$ cat config.mk
export PLATFORM = sky130hd
export DESIGN_NAME = reply_arbiter_flat
export DESIGN_NICKNAME = d
export VERILOG_FILES = /design/src/rtl/reply_arbiter_if.sv /design/src/rtl/reply_arbiter.sv /design/src/flat_wrapper.sv
export SDC_FILE = /design/constraint.sdc
export NUM_CORES = 1
export LEC_CHECK = 0
export CAP_MARGIN = 20
export CORE_UTILIZATION = 50
export CTS_BUF_LIST = sky130_fd_sc_hd__clkbuf_8
export CTS_CLUSTER_DIAMETER = 200
export DETAILED_ROUTE_END_ITERATION = 10
export DONT_BUFFER_PORTS = 1
export PLACE_DENSITY = 0.62
export SYNTH_ARGS = -nofsm -noshare
export SYNTH_HDL_FRONTEND = slang
export SYNTH_SLANG_ARGS = --single-unit
$ cat constraint.sdc
create_clock -name clk -period 4.1 [get_ports clk]
set_clock_uncertainty 0.15 [all_clocks]
set_input_delay 1.025 -clock clk [delete_from_list [all_inputs] [get_ports clk]]
set_output_delay 1.025 -clock clk [all_outputs]
set_load 0.005 [all_outputs]
$ cat src/rtl/reply_arbiter_if.sv
// reply_arbiter_if: requester lanes plus the single reply byte stream.
// Handshake: a byte moves on a lane or on the reply stream only in a cycle where
// its valid (req_rdy[i] / reply_rdy) and its accept (req_ack[i] / reply_ack) are both 1.
// The arbiter drives reply_rdy, reply and reply_end combinationally from the granted
// lane, and req_ack[i] is exactly that lane's reply transfer. Valid is not retracted
// by the arbiter itself; it follows the granted requester's req_rdy.
interface reply_arbiter_if #(
    parameter int N_REQ = 4
);
    logic [N_REQ-1:0]   req_rdy;
    logic [8*N_REQ-1:0] req_data;
    logic [N_REQ-1:0]   req_last;
    logic [N_REQ-1:0]   req_ack;
    logic               reply_rdy;
    logic [7:0]         reply;
    logic               reply_ack;
    logic               reply_end;

    // Arbiter side.
    modport master (
        input  req_rdy, req_data, req_last, reply_ack,
        output req_ack, reply_rdy, reply, reply_end
    );

    // Requesters plus host side.
    modport slave (
        output req_rdy, req_data, req_last, reply_ack,
        input  req_ack, reply_rdy, reply, reply_end
    );
endinterface

$ cat src/rtl/reply_arbiter.sv
// reply_arbiter: round-robin, packet-granular sharing of the host reply byte stream
// among N_REQ requesters. A requester keeps the grant until its last byte is taken,
// or until it stalls for TIMEOUT consecutive cycles mid-packet (TIMEOUT=0 disables).
// Optional feature macro REPLY_TAG_EN: each packet is preceded by a tag byte
// {4'hF, grant_id} so the host can demultiplex; without it the stream is raw bytes.
module reply_arbiter #(
    parameter int N_REQ   = 4,
    parameter int ID_W    = 2,
    parameter int TIMEOUT = 1024
) (
    input  logic            clk,
    input  logic            reset,
    reply_arbiter_if.master bus,
    output logic [ID_W-1:0] grant_id,
    output logic            stall_abort,
    output logic [1:0]      o_dbg_state
);
    localparam int CNT_W = (TIMEOUT < 2) ? 1 : $clog2(TIMEOUT);

`ifdef REPLY_TAG_EN
    typedef enum logic [1:0] {ST_IDLE = 2'd0, ST_TAG = 2'd1, ST_XFER = 2'd2} state_t;
`else
    typedef enum logic [1:0] {ST_IDLE = 2'd0, ST_XFER = 2'd2} state_t;
`endif

    state_t           r_state;
    state_t           w_state_next;
    logic [ID_W-1:0]  r_grant;
    logic [ID_W-1:0]  w_grant_next;
    logic [ID_W-1:0]  w_rr_pick;
    logic [ID_W-1:0]  w_rr_idx;
    logic             w_rr_found;
    logic [CNT_W-1:0] r_stall_cnt;
    logic [CNT_W-1:0] w_stall_cnt_next;
    logic             r_abort;
    logic             w_abort_next;
    logic             w_lane_rdy;
    logic             w_lane_last;
    logic [7:0]       w_lane_data;

    assign grant_id    = r_grant;
    assign stall_abort = r_abort;
    assign o_dbg_state = r_state;

    // Lane currently owned by the grant.
    assign w_lane_rdy  = bus.req_rdy[r_grant];
    assign w_lane_last = bus.req_last[r_grant];
    assign w_lane_data = bus.req_data[{r_grant, 3'b000} +: 8];

    // Round-robin search: first pending requester after the last grant, wrapping.
    always_comb begin
        w_rr_found = 1'b0;
        w_rr_pick  = r_grant;
        w_rr_idx   = '0;
        for (int k = 1; k <= N_REQ; k++) begin
            w_rr_idx = ID_W'((int'(r_grant) + k) % N_REQ);
            if (!w_rr_found && bus.req_rdy[w_rr_idx]) begin
                w_rr_found = 1'b1;
                w_rr_pick  = w_rr_idx;
            end
        end
    end

    // Next-state and reply stream outputs; the stream is a zero-latency mux of the granted lane.
    always_comb begin
        w_state_next     = r_state;
        w_grant_next     = r_grant;
        w_stall_cnt_next = r_stall_cnt;
        w_abort_next     = 1'b0;
        bus.reply_rdy    = 1'b0;
        bus.reply        = '0;
        bus.reply_end    = 1'b0;
        bus.req_ack      = '0;
        case (r_state)
            ST_IDLE: begin
                w_stall_cnt_next = '0;
                if (w_rr_found) begin
                    w_grant_next = w_rr_pick;
`ifdef REPLY_TAG_EN
                    w_state_next = ST_TAG;
`else
                    w_state_next = ST_XFER;
`endif
                end
            end
`ifdef REPLY_TAG_EN
            ST_TAG: begin
                bus.reply_rdy = 1'b1;
                bus.reply     = 8'hF0 | 8'(r_grant);
                if (bus.reply_ack) begin
                    w_state_next = ST_XFER;
                end
            end
`endif
            ST_XFER: begin
                bus.reply     = w_lane_data;
                bus.reply_rdy = w_lane_rdy;
                bus.reply_end = w_lane_rdy & w_lane_last;
                if (w_lane_rdy && bus.reply_ack) begin
                    bus.req_ack[r_grant] = 1'b1;
                    w_stall_cnt_next     = '0;
                    if (w_lane_last) begin
                        w_state_next = ST_IDLE;
                    end
                end else if (!w_lane_rdy && (TIMEOUT != 0)) begin
                    // The requester is starving the host; drop the packet once patience runs out.
                    if (r_stall_cnt == CNT_W'(TIMEOUT - 1)) begin
                        w_state_next     = ST_IDLE;
                        w_abort_next     = 1'b1;
                        w_stall_cnt_next = '0;
                    end else begin
                        w_stall_cnt_next = r_stall_cnt + CNT_W'(1);
                    end
                end
            end
            default: begin
                w_state_next = ST_IDLE;
            end
        endcase
    end

    // State, grant and stall counter registers; grant resets to N_REQ-1 so requester 0 wins first.
    always_ff @(posedge clk) begin
        if (reset) begin
            r_state     <= ST_IDLE;
            r_grant     <= ID_W'(N_REQ - 1);
            r_stall_cnt <= '0;
            r_abort     <= 1'b0;
        end else begin
            r_state     <= w_state_next;
            r_grant     <= w_grant_next;
            r_stall_cnt <= w_stall_cnt_next;
            r_abort     <= w_abort_next;
        end
    end
endmodule

$ cat src/flat_wrapper.sv
// flat-port wrapper written by rule: the top's interface ports become plain ports
module reply_arbiter_flat 
#(
    parameter int N_REQ   = 4,
    parameter int ID_W    = 2,
    parameter int TIMEOUT = 1024
)
  (clk, reset, grant_id, stall_abort, o_dbg_state, bus_req_rdy, bus_req_data, bus_req_last, bus_reply_ack, bus_req_ack, bus_reply_rdy, bus_reply, bus_reply_end);
  reply_arbiter_if #(.N_REQ(N_REQ)) bus_i ();
  input  logic clk;
  input  logic reset;
  output logic [ID_W-1:0] grant_id;
  output logic stall_abort;
  output logic [1:0] o_dbg_state;
  input wire logic [$bits(bus_i.req_rdy)-1:0] bus_req_rdy;
  input wire logic [$bits(bus_i.req_data)-1:0] bus_req_data;
  input wire logic [$bits(bus_i.req_last)-1:0] bus_req_last;
  input wire logic [$bits(bus_i.reply_ack)-1:0] bus_reply_ack;
  output wire logic [$bits(bus_i.req_ack)-1:0] bus_req_ack;
  output wire logic [$bits(bus_i.reply_rdy)-1:0] bus_reply_rdy;
  output wire logic [$bits(bus_i.reply)-1:0] bus_reply;
  output wire logic [$bits(bus_i.reply_end)-1:0] bus_reply_end;
  assign bus_i.req_rdy = bus_req_rdy;
  assign bus_i.req_data = bus_req_data;
  assign bus_i.req_last = bus_req_last;
  assign bus_i.reply_ack = bus_reply_ack;
  assign bus_req_ack = bus_i.req_ack;
  assign bus_reply_rdy = bus_i.reply_rdy;
  assign bus_reply = bus_i.reply;
  assign bus_reply_end = bus_i.reply_end;
  reply_arbiter #(.N_REQ(N_REQ), .ID_W(ID_W), .TIMEOUT(TIMEOUT)) u_core (.clk(clk), .reset(reset), .bus(bus_i), .grant_id(grant_id), .stall_abort(stall_abort), .o_dbg_state(o_dbg_state));
endmodule
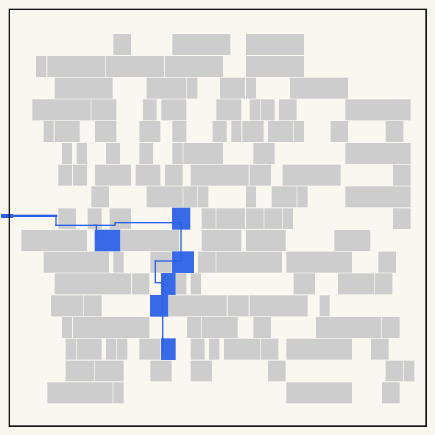
run_1/io_fan.png
Drawn at 8 px/µm.
reset -> blue  # bits 1, direction input, end cells 6, buffers 0, wire 45.1 µm
IO Pins: 62
number of port buffers: 0

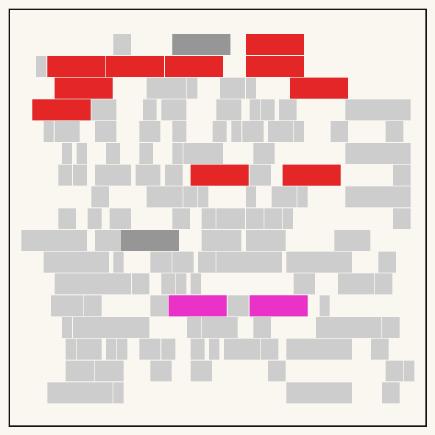
run_1/flops_by_reg.png
Drawn at 8 px/µm.
u_core.r_stall_cnt -> red  # placed flops 10
u_core.grant_id -> magenta  # placed flops 2
not coloured = 2
Seq area share: 21.6%
register area: 280 µm²
power in sequential cells: 0.160 mW
final design utilization: 57.0%

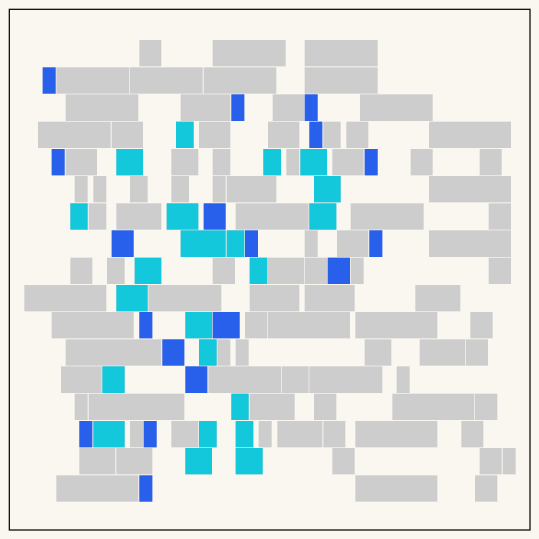
run_1/logic_types.png
Drawn at 10 px/µm.
inverting AOI/OAI gates -> cyan  # cells 22
NOR gates -> blue  # cells 18
most common logic cell in the routed design: dfxtp_1
fraction of standard cell area in multi-input logic: 68.9%
number of non-filler instances in the completed layout: 157

==> impl_metrics.tcl, run 1 <==
# collected from the flow reports
set metrics [dict create \
    cts_hold_buf 0 \
    syn-cell-area_mm2 0.00125 \
    syn_inst_count 133 \
    cts.repair_timing.setup_buffer_count 0 \
    crit_path_end "bus_req_ack[0]" \
    num_tap_cells 28 \
    worst_skew_pair.late_latency_ns 0.24 \
    whs_path_depth 2 \
    routed-via-count 989 \
    hpwl_reported_at_the_end_of_detailed_placement_um 2100 \
    holdPathEnd "u_core.r_stall_cnt[1]" \
    reg2reg_depth 6 \
    grt_first_pass_wirelength_um 4040 \
    finish.net_count 178 \
    crit_path_max_fanout 19 \
    max-slew-margin-rel_pct 51.9 \
    status "finished clean" \
    synth-seq-cells 14 \
    finalHoldViolations 0 \
    place.detailed.instances 153 \
    synth_nets 181 \
    timing.critical_path.required_ns 2.92 \
    gp_congestion 0.791 \
    synth-seq-area-share_pct 22.5 \
    irDropWorstVdd_v 0.000272 \
    use_met3_pct 6.14 \
    tightestPinTransition_ns 0.717 \
    largest_register_ffs 10 \
    synth.distinct_cells 39 \
    regToRegEndpoint "u_core.grant_id[0]" \
    avgViaCountPerCell 6.30 \
    final_antenna_net_count 0 \
    synth_top_cell_by_area "dfxtp_1" \
    clock_tree_from_tritoncts "yes" \
    chipWidth_um 51.9 \
    met3WireLength_um 255 \
]
-- run 1: layout by cell type, fill, tap and decap left out, types with 2 or more instances in the layout --
cell type | Yosys | routed
a211oi_1 | 4 | 4
a21o_1 | 2 | 2
a21oi_1 | 6 | 6
and2_1 | 13 | 13
and3_1 | 2 | 2
buf_4 | 1 | 2
clkbuf_8 | 0 | 4
dfxtp_1 | 14 | 14
ha_1 | 5 | 5
inv_1 | 5 | 5
mux2i_1 | 3 | 3
mux4_1 | 2 | 2
mux4_2 | 11 | 11
nand2_1 | 7 | 7
nand3_1 | 6 | 6
nor2_1 | 12 | 12
nor2b_1 | 2 | 2
nor4_1 | 3 | 3
o21ai_0 | 3 | 3
or3_1 | 2 | 2
xnor2_1 | 6 | 6
-- run 1: synth_stat cells (all sizes together) --
cell type,count
o31ai,2
nor4,3
dfxtp,14
a21oi,7
o21bai,1
xor2,1
nand2b,1
nor2b,2
a211oi,4
inv,5
xnor2,6
mux2,1
nand3,6
or3,2
a21o,2
conb,1
mux4,13
mux2i,3
ha,5
nand2,7
nand4,1
a221oi,1
and3,2
o22ai,1
and2,13
nor2,12
nor3b,1
a32oi,1
a21boi,1
a22oi,1
o21ai,3
buf,7
clkbuf,3
-- run 1: power by group --
group / leakage, nW / internal (mW) / switching (mW) / total (mW)
Sequential: 0.114 / 0.147 / 0.0130 / 0.160
Clock: 0.0288 / 0.0850 / 0.0484 / 0.133
Combinational: 0.325 / 0.153 / 0.152 / 0.305
Total: 0.467 / 0.385 / 0.214 / 0.598
-- run 1: per-stage QoR --
| step | setup slack, ns | area, µm² |
|---|---|---|
| after floorplan | 0.953 | 1250 |
| after CTS | 0.773 | 1300 |
| final | 0.788 | 1300 |
| after global routing | 0.738 | 1300 |
| after global placement | 0.800 | 1240 |
| after detailed placement | 0.770 | 1240 |
run_1/clocks.png
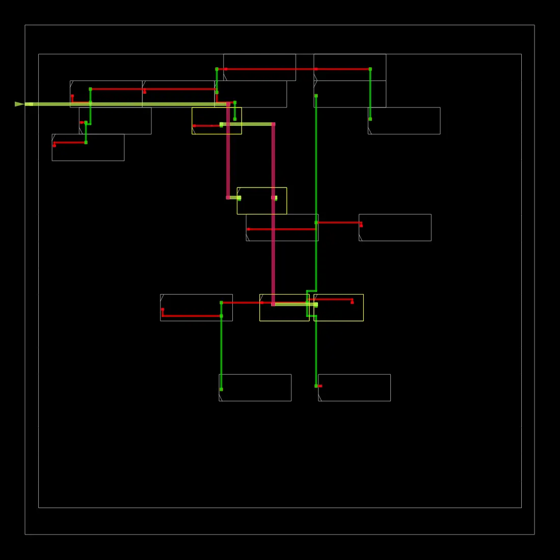

==> run 1 -> run 2 <==
Clock period 4.1 ns to 3.19 ns, I/O delays scaled along.
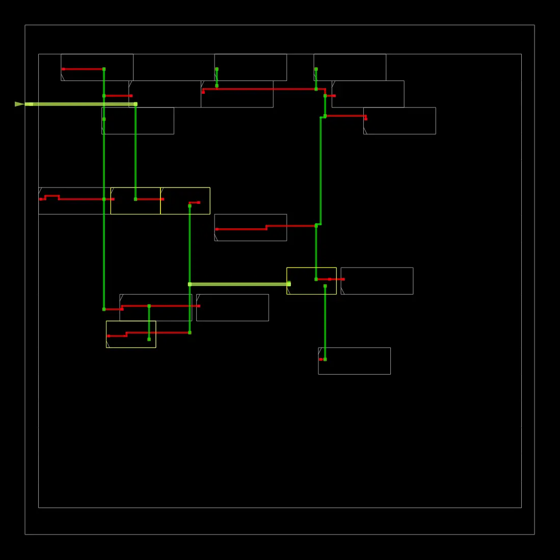
run_2/clocks.png
number of flip-flops and latches: 14
Clock Power: 0.169 mW
clock latency at the later pin of the worst-skew pair: 0.24 ns

==> run 2 against run 1 <==
Compared with the run above:
- cell count rose by 1.3%
- worst setup slack got worse by 0.21 ns
- non-clock buffer count rose by 2
- synthesized cell count did not move
- design area rose by 1.2%
- register-to-register slack got worse by 0.89 ns
- flip-flop count did not move
- total power rose by 31%
- count of clock-buffer cells in the layout did not move
- global-route usage fell by 0.062 points
- die area did not move
- sequential power rose by 36%
- critical path type unchanged
- critical endpoint unchanged
- largest cell class unchanged
- highest routed layer is now met3
==> impl_metrics.tcl, run 2 <==
# collected from the flow reports
set metrics [dict create \
    max-slew-margin-rel_pct 52.5 \
    routed-via-count 999 \
    synth_top_cell_by_area "dfxtp_1" \
    place.detailed.instances 155 \
    timing.critical_path.required_ns 2.24 \
    crit_path_end "bus_req_ack[0]" \
    layout_top_cell "dfxtp_1" \
    clock_tree_from_tritoncts "yes" \
    syn_inst_count 133 \
    crit_path_max_fanout 7 \
    status "finished clean" \
    place_area_mm2 0.00126 \
    final_std_cell_area_no_fill_mm2 0.00131 \
    most_common_cell "dfxtp_1" \
    syn-cell-area_mm2 0.00125 \
    gp_congestion 0.831 \
    synth-seq-area-share_pct 22.5 \
    avgViaCountPerCell 6.28 \
    finish.net_count 180 \
    chipWidth_um 51.9 \
    cts_hold_buf 0 \
    ff_latch_area_um2 280 \
    synth.distinct_cells 39 \
    synth-async-reset-ratio_pct 0 \
    final_antenna_net_count 0 \
    edf_count 0 \
    design.portCount 62 \
    tightestPinTransition_ns 0.708 \
    synth-seq-cells 14 \
]
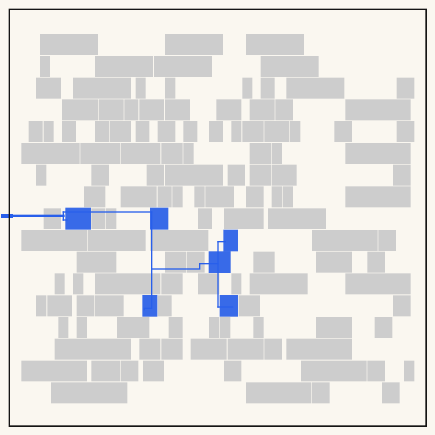
run_2/io_fan.png
Drawn at 8 px/µm.
reset -> blue  # bits 1, direction input, end cells 6, buffers 0, wire 51.8 µm

## run 2: cell types whose count changed in the layout (fill, tap and decap cells not counted), sizes merged
| cell | delta |
|---|---|
| buf | +2 |
## run 2: logic make-up (layout without fill, tap and decap cells)
kind of cell	count (synthesis)	after routing	synth area share [%]
buf+inv	15	13	5.82
compound gates	24	24	13.3
flops	14	14	22.5
mux	17	17	27.4
xor+xnor	7	7	4.92
simple gates	50	50	20.8
fa+ha+maj	5	5	5.02
other cells	1	1	0.301
## run 2: worst max-delay path, cell delays in order
cell and delay [ns]:
mux4_2 0.45, and3_1 0.24, and2_1 0.18
## run 2: final cells by class
type	count	area share, %
multi-input cells	104	68.1
flip-flops and latches	14	21.4
clock buffers	4	4.19
well taps	28	2.67
repair buffers	4	2.29
inverters	5	1.43
## run 2: stage by stage
step	util, %	setup slack, ns
global route	57.7	0.540
CTS	57.7	0.564
global placement	55.3	0.567
finish	57.7	0.574
detailed placement	55.3	0.564
floorplan	-	0.498
## run 2: power by group
| group | total (mW) | internal [mW] | switching, mW | leakage [nW] |
|---|---|---|---|---|
| Clock | 0.169 | 0.109 | 0.0596 | 0.0288 |
| Sequential | 0.217 | 0.189 | 0.0276 | 0.114 |
| Combinational | 0.397 | 0.209 | 0.189 | 0.334 |
| Total | 0.783 | 0.507 | 0.276 | 0.477 |
## run 2: worst min-delay path by stage
stage,to,cells past startpoint
6_report,u_core.r_stall_cnt[1],2
4_1_cts,u_core.r_stall_cnt[1],2
5_1_grt,u_core.r_stall_cnt[9],2
2_1_floorplan,u_core.r_stall_cnt[1],2
3_3_place_gp,u_core.r_stall_cnt[1],2
3_5_place_dp,u_core.r_stall_cnt[1],2
## run 2: per-layer routing
layer,global-route usage (%),share of wire (%)
met5,0,0
met4,6.31,0
met3,4.68,8.7
met2,33.8,48
met1,26.7,44
No activity file was given, so power comes from the tool's default toggle rates.
